$ cat config.mk
export PLATFORM = sky130hd
export DESIGN_NAME = seq_bin_to_bcd
export DESIGN_NICKNAME = d
export VERILOG_FILES = /design/src/rtl/bcd_pkg.sv /design/src/rtl/seq_bin_to_bcd_add3.sv /design/src/rtl/seq_bin_to_bcd.sv
export SDC_FILE = /design/constraint.sdc
export NUM_CORES = 1
export LEC_CHECK = 0
export CAP_MARGIN = 40
export CORE_MARGIN = 8
export CORE_UTILIZATION = 30
export DETAILED_ROUTE_END_ITERATION = 8
export PLACE_DENSITY = 0.46
export SYNTH_ARGS = -nofsm -noshare
export SYNTH_HDL_FRONTEND = slang
export SYNTH_SLANG_ARGS = --single-unit
$ cat constraint.sdc
create_clock -name clk -period 2.15 [get_ports clk]
set_input_delay 0.215 -clock clk [delete_from_list [all_inputs] [get_ports clk]]
set_output_delay 0.215 -clock clk [all_outputs]
set_load 0.1 [all_outputs]
$ cat src/rtl/bcd_pkg.sv
// Shared types and constants for the sequential binary-to-BCD converter.
// Digit codes here feed the seven-segment mux directly.
package bcd_pkg;

  localparam logic [3:0] BCD_BLANK = 4'hF;
  localparam logic [3:0] BCD_MINUS = 4'hE;

  typedef enum logic [1:0] {
    IDLE,
    SHIFT,
    FINISH,
    DONE
  } state_t;

  // floor(width*log10(2)) + 1 digits hold any width-bit unsigned value
  function automatic int int_digits(input int width);
    return ((width * 1233) >> 12) + 1;
  endfunction

endpackage

$ cat src/rtl/seq_bin_to_bcd_add3.sv
// Single BCD digit correction step for double dabble.
// Digits of 5 or more get 3 added so the next shift carries correctly.
module bcd_add3 (
  input  logic [3:0] d,
  output logic [3:0] q
);

  always_comb begin
    q = d;
    if (d >= 4'd5) q = d + 4'd3;
  end

endmodule

$ cat src/rtl/seq_bin_to_bcd.sv
// Multi-cycle double-dabble converter with blanking and saturation.
// Define BCD_SIGNED_EN for two's-complement input with a minus digit.
module seq_bin_to_bcd
  import bcd_pkg::*;
#(
  parameter int BIN_WIDTH = 16,
  parameter int DIGITS    = 4
) (
  input  logic                 clk,
  input  logic                 rst,
  input  logic                 start,
  input  logic [BIN_WIDTH-1:0] bin_in,
  output logic                 busy,
  output logic                 done,
  output logic                 overflow,
  output logic                 neg,
  output logic [3:0]           bcd_out [0:DIGITS-1]
);

  localparam int ID = int_digits(BIN_WIDTH);
  localparam int AD = (DIGITS > ID) ? DIGITS : ID;
  localparam int CW = $clog2(BIN_WIDTH);

  state_t state, state_n;

  logic [BIN_WIDTH-1:0] sh;
  logic [BIN_WIDTH-1:0] load_val;
  logic [4*ID-1:0]      acc;
  logic [4*ID-1:0]      acc_fix;
  logic [CW-1:0]        cnt;
  logic                 accept;
  logic                 step;
  logic                 finish;
  logic [3:0]           dig [0:AD-1];
  logic [3:0]           res [0:DIGITS-1];
  logic                 ovf_n;
  logic                 neg_n;
  logic                 nz;
  int                   top;

`ifdef BCD_SIGNED_EN
  logic sgn;
  assign load_val = bin_in[BIN_WIDTH-1] ? -bin_in : bin_in;
`else
  assign load_val = bin_in;
`endif

  for (genvar g = 0; g < ID; g++) begin : g_fix
    bcd_add3 u_add3 (
      .d (acc[4*g +: 4]),
      .q (acc_fix[4*g +: 4])
    );
  end

  // Zero-extend the accumulator when more digits are shown than computed
  for (genvar g = 0; g < AD; g++) begin : g_dig
    if (g < ID) begin : g_acc
      assign dig[g] = acc[4*g +: 4];
    end else begin : g_pad
      assign dig[g] = 4'd0;
    end
  end

  always_ff @(posedge clk or posedge rst) begin
    if (rst) state <= IDLE;
    else     state <= state_n;
  end

  always_comb begin
    state_n = state;
    accept  = 1'b0;
    step    = 1'b0;
    finish  = 1'b0;
    unique case (state)
      IDLE, DONE: begin
        if (start) begin
          accept  = 1'b1;
          state_n = SHIFT;
        end else begin
          state_n = IDLE;
        end
      end
      SHIFT: begin
        step = 1'b1;
        if (cnt == '0) state_n = FINISH;
      end
      FINISH: begin
        finish  = 1'b1;
        state_n = DONE;
      end
      default: state_n = IDLE;
    endcase
  end

  // Digit indices below are LSD-first; res[0] is the units digit
  always_comb begin
    ovf_n = 1'b0;
    neg_n = 1'b0;
    nz    = 1'b0;
    top   = 0;
    for (int p = DIGITS; p < AD; p++)
      if (dig[p] != 4'd0) ovf_n = 1'b1;
    for (int p = 0; p < DIGITS; p++)
      if (dig[p] != 4'd0) begin
        top = p;
        nz  = 1'b1;
      end
    for (int p = 0; p < DIGITS; p++)
      res[p] = (p > top) ? BCD_BLANK : dig[p];
`ifdef BCD_SIGNED_EN
    if (sgn && (nz || ovf_n)) begin
      neg_n = 1'b1;
      if (top < DIGITS - 1) begin
        for (int p = 0; p < DIGITS; p++)
          if (p == top + 1) res[p] = BCD_MINUS;
      end else begin
        ovf_n = 1'b1;
      end
    end
`endif
    if (ovf_n)
      for (int p = 0; p < DIGITS; p++) res[p] = 4'h9;
  end

  always_ff @(posedge clk or posedge rst) begin
    if (rst) begin
      sh       <= '0;
      acc      <= '0;
      cnt      <= '0;
      busy     <= 1'b0;
      done     <= 1'b0;
      overflow <= 1'b0;
      neg      <= 1'b0;
`ifdef BCD_SIGNED_EN
      sgn      <= 1'b0;
`endif
      for (int i = 0; i < DIGITS; i++)
        bcd_out[i] <= (i == DIGITS - 1) ? 4'h0 : BCD_BLANK;
    end else begin
      busy <= (state_n == SHIFT) || (state_n == FINISH);
      done <= finish;
      if (accept) begin
        sh  <= load_val;
        acc <= '0;
        cnt <= CW'(BIN_WIDTH - 1);
`ifdef BCD_SIGNED_EN
        sgn <= bin_in[BIN_WIDTH-1];
`endif
      end else if (step) begin
        acc <= {acc_fix[4*ID-2:0], sh[BIN_WIDTH-1]};
        sh  <= sh << 1;
        cnt <= cnt - 1'b1;
      end
      if (finish) begin
        overflow <= ovf_n;
        neg      <= neg_n;
        for (int i = 0; i < DIGITS; i++)
          bcd_out[i] <= res[DIGITS-1-i];
      end
    end
  end

endmodule

==> images/placement_by_type.png <==
(4 px per µm)
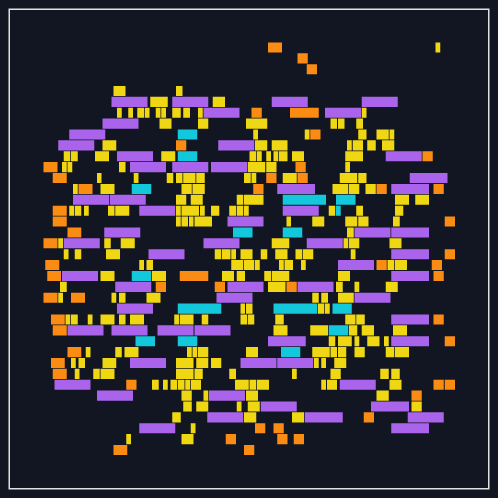
- yellow: combinational and other logic (cells 234; share of their area 41%)
- orange: remaining buffers and delay cells (cells 53; share of their area 12%)
- cyan: clock drivers and dummy loads (cells 16; share of their area 6.8%)
- purple: sequential cells (cells 61; share of their area 40%)

==> images/sizes.png <==
(3 px per µm)
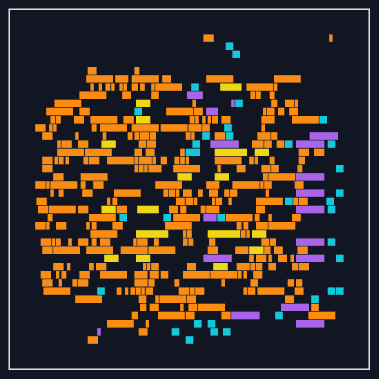
- purple: _2 cells (cells 17; most used dfstp_2)
- yellow: _6 and larger (cells 17; most used clkbuf_8)
- cyan: _3 and _4 cells (cells 34; most used buf_4)
- orange: _0 and _1 cells (cells 296; most used dfrtp_1)

==> images/placement.png <==
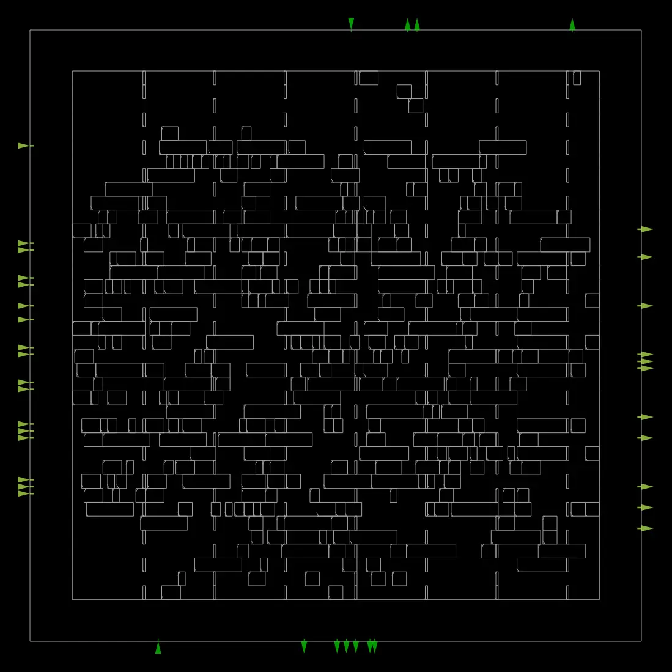
Core Region: 10700 µm²
Final Non-Filler Cells: 504
# fillers: 1097

==> images/layer_met3.png <==
(2 px per µm) Cells faint in the background.
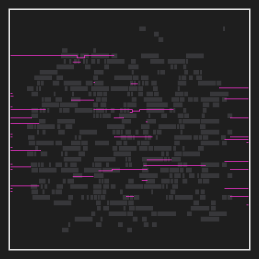
- share of all routed wire: 5.4%
- longest straight run: 33.1 µm
- wire length on this layer: 410 µm
- nets with wire on the layer: 34
M3 GR Usage: 4.13%
Vias: 2451

==> deck_impl_summary.md <==
Flow Results at a Glance

Final timing
  – Final setup viols: 0
  – Pins Over Slew Limit: 0
  – Total Neg Setup Slack: 0 ns
  – Post-Route Hold Slack: 0.240 ns
  – Worst Slack Setup Final: 0.361 ns
  – RSZ-0062 raised after global routing: false
  – Slew of the pin with the lowest slew margin: 0.540 ns
  – Final Hold Vio Count: 0
  – Min Tclk post-route: 1.79 ns
  – Fmax: 559 MHz
  – Worst slew margin: 63.9%
  – Max Clock Skew: 0.00896 ns

Worst setup path
  – Reg2Reg Capture Point: bcd_out[15]$_DFFE_PP1P_
  – Most used cell, CP: inv_1
  – Worst R2R Start: state[0]$_DFF_PP0_
  – Worst setup path start: state[0]$_DFF_PP0_
  – Buf/Inv on CP: 2
  – Setup crit end kind: register
  – Worst setup SP type: register
  – Crit-path slowest cell: or4b_4
  – Worst path cell trace: inv_1, ha_1, inv_1, or4b_4, o32a_1
  – Crit-path max FO: 17
  – Max incr delay on CP: 0.64 ns
  – Critical path class: reg -> reg
  – WP data required: 2.42 ns
  – Critical path depth: 5

Final layout
  – Non-CTS buffers: 53
  – Registers: 61
  – Ant diodes: 0
  – Inverters: 18
  – Final instance area: 3990 µm²
  – Most frequent cells in the layout: dfrtp_1, nand2_1, buf_4
  – Area grow syn2layout: 24.2%
  – Layout cells sized above 1: 18.7%
  – Logic area: 1480 µm²
  – Top Registers: acc (20), bcd_out (16), sh (16)
  – Max-area cell class: flip-flops and latches
  – Register area: 1540 µm²
  – Combinational share of cell area: 37.1%

Routing
  – Met3 wire length: 410 µm
  – Max Used Layer: met4
  – Total Wirelength: 7590 µm
  – Vias per Instance: 4.86
  – Routed length on met2: 3540 µm
  – Drt initial violations: 86
  – Drt first pass iters: 4
  – Final ANT Viol Nets: 0
  – WL met1: 3570 µm
  – Remaining DRCs: 0

Pwr
  – Internal: 2.77 mW
  – Comb pwr share: 28.0%
  – Worst vdd ir: 0.360 mV
  – Clock Power Share: 32.3%
  – Sw frac: 33.0%
  – Power in combinational cells: 1.16 mW
  – Net Switching: 1.36 mW
  – Seq group: 1.64 mW
  – Power share of the sequential group: 39.7%

Clock tree
  – CTS H-tree depth: 3
  – Clock Tree Buf Depth: 2
  – Post-CTS Setup Bufs: 0
  – Clk_lat worst skew: 0.34 ns
  – Root Buffer: clkbuf_8
  – Clock transition at path regs: 0.07 ns
  – Sinks on Clock Net: 61

Flow run
  – Max-cap violation count: 0
  – Log Warnings: 32

GRT
  – Overflow after GRT: 0
  – Most Crowded Layer GR: met2
  – Global-route usage over all layers: 11.2%
  – Global-route wire length before repair: 13000 µm
  – M2 GR Usage: 18.3%
  – Initial antenna violation count: 0

Yosys
  – Synth area leaders: dfrtp_1, dfstp_2, ha_1
  – Fraction of registers with async set/reset: 100%
  – # Cells Yosys: 321
  – Prevailing post-synth register cell: dfrtp_1
  – Synth Instances: 321
  – Simple-gate share of the synthesized area: 14.8%
  – Top-count cell post-synth: dfrtp_1
  – Chip Area, Yosys: 3220 µm²
  – Ys Warns: 0
  – Synthesized area per cell: 10.0 µm²
  – Synth area leader: dfrtp_1
  – Top cell area share: 38.1%
  – Synth flops: 61
  – MUX area fraction: 5.33%
  – Synthesized area: 3220 µm²
  – Post-synth top cells: dfrtp_1, nand2_1, o21ai_1
  – Distinct lib cells: 49
  – Register share after synthesis: 47.9%
  – Adder Area Share: 5.06%
  – AND-OR/OR-AND Cells, Area Fraction: 19.9%

Floorplanning
  – Initial Util: 30.2%
  – Die W: 120 µm
  – Die height: 120 µm
  – Die area: 14300 µm²

Placed design
  – PortBufs: 37
  – Dpl cell area: 3730 µm²
  – # placed instances: 488
  – Pre-CTS setup slack: 0.362 ns
  – DP HPWL: 5260 µm

Run status
  – Status: completed

Hold path
  – Worst min-delay path category: in -> async
Power figures rest on the tool's default switching activity, not on a simulated workload.
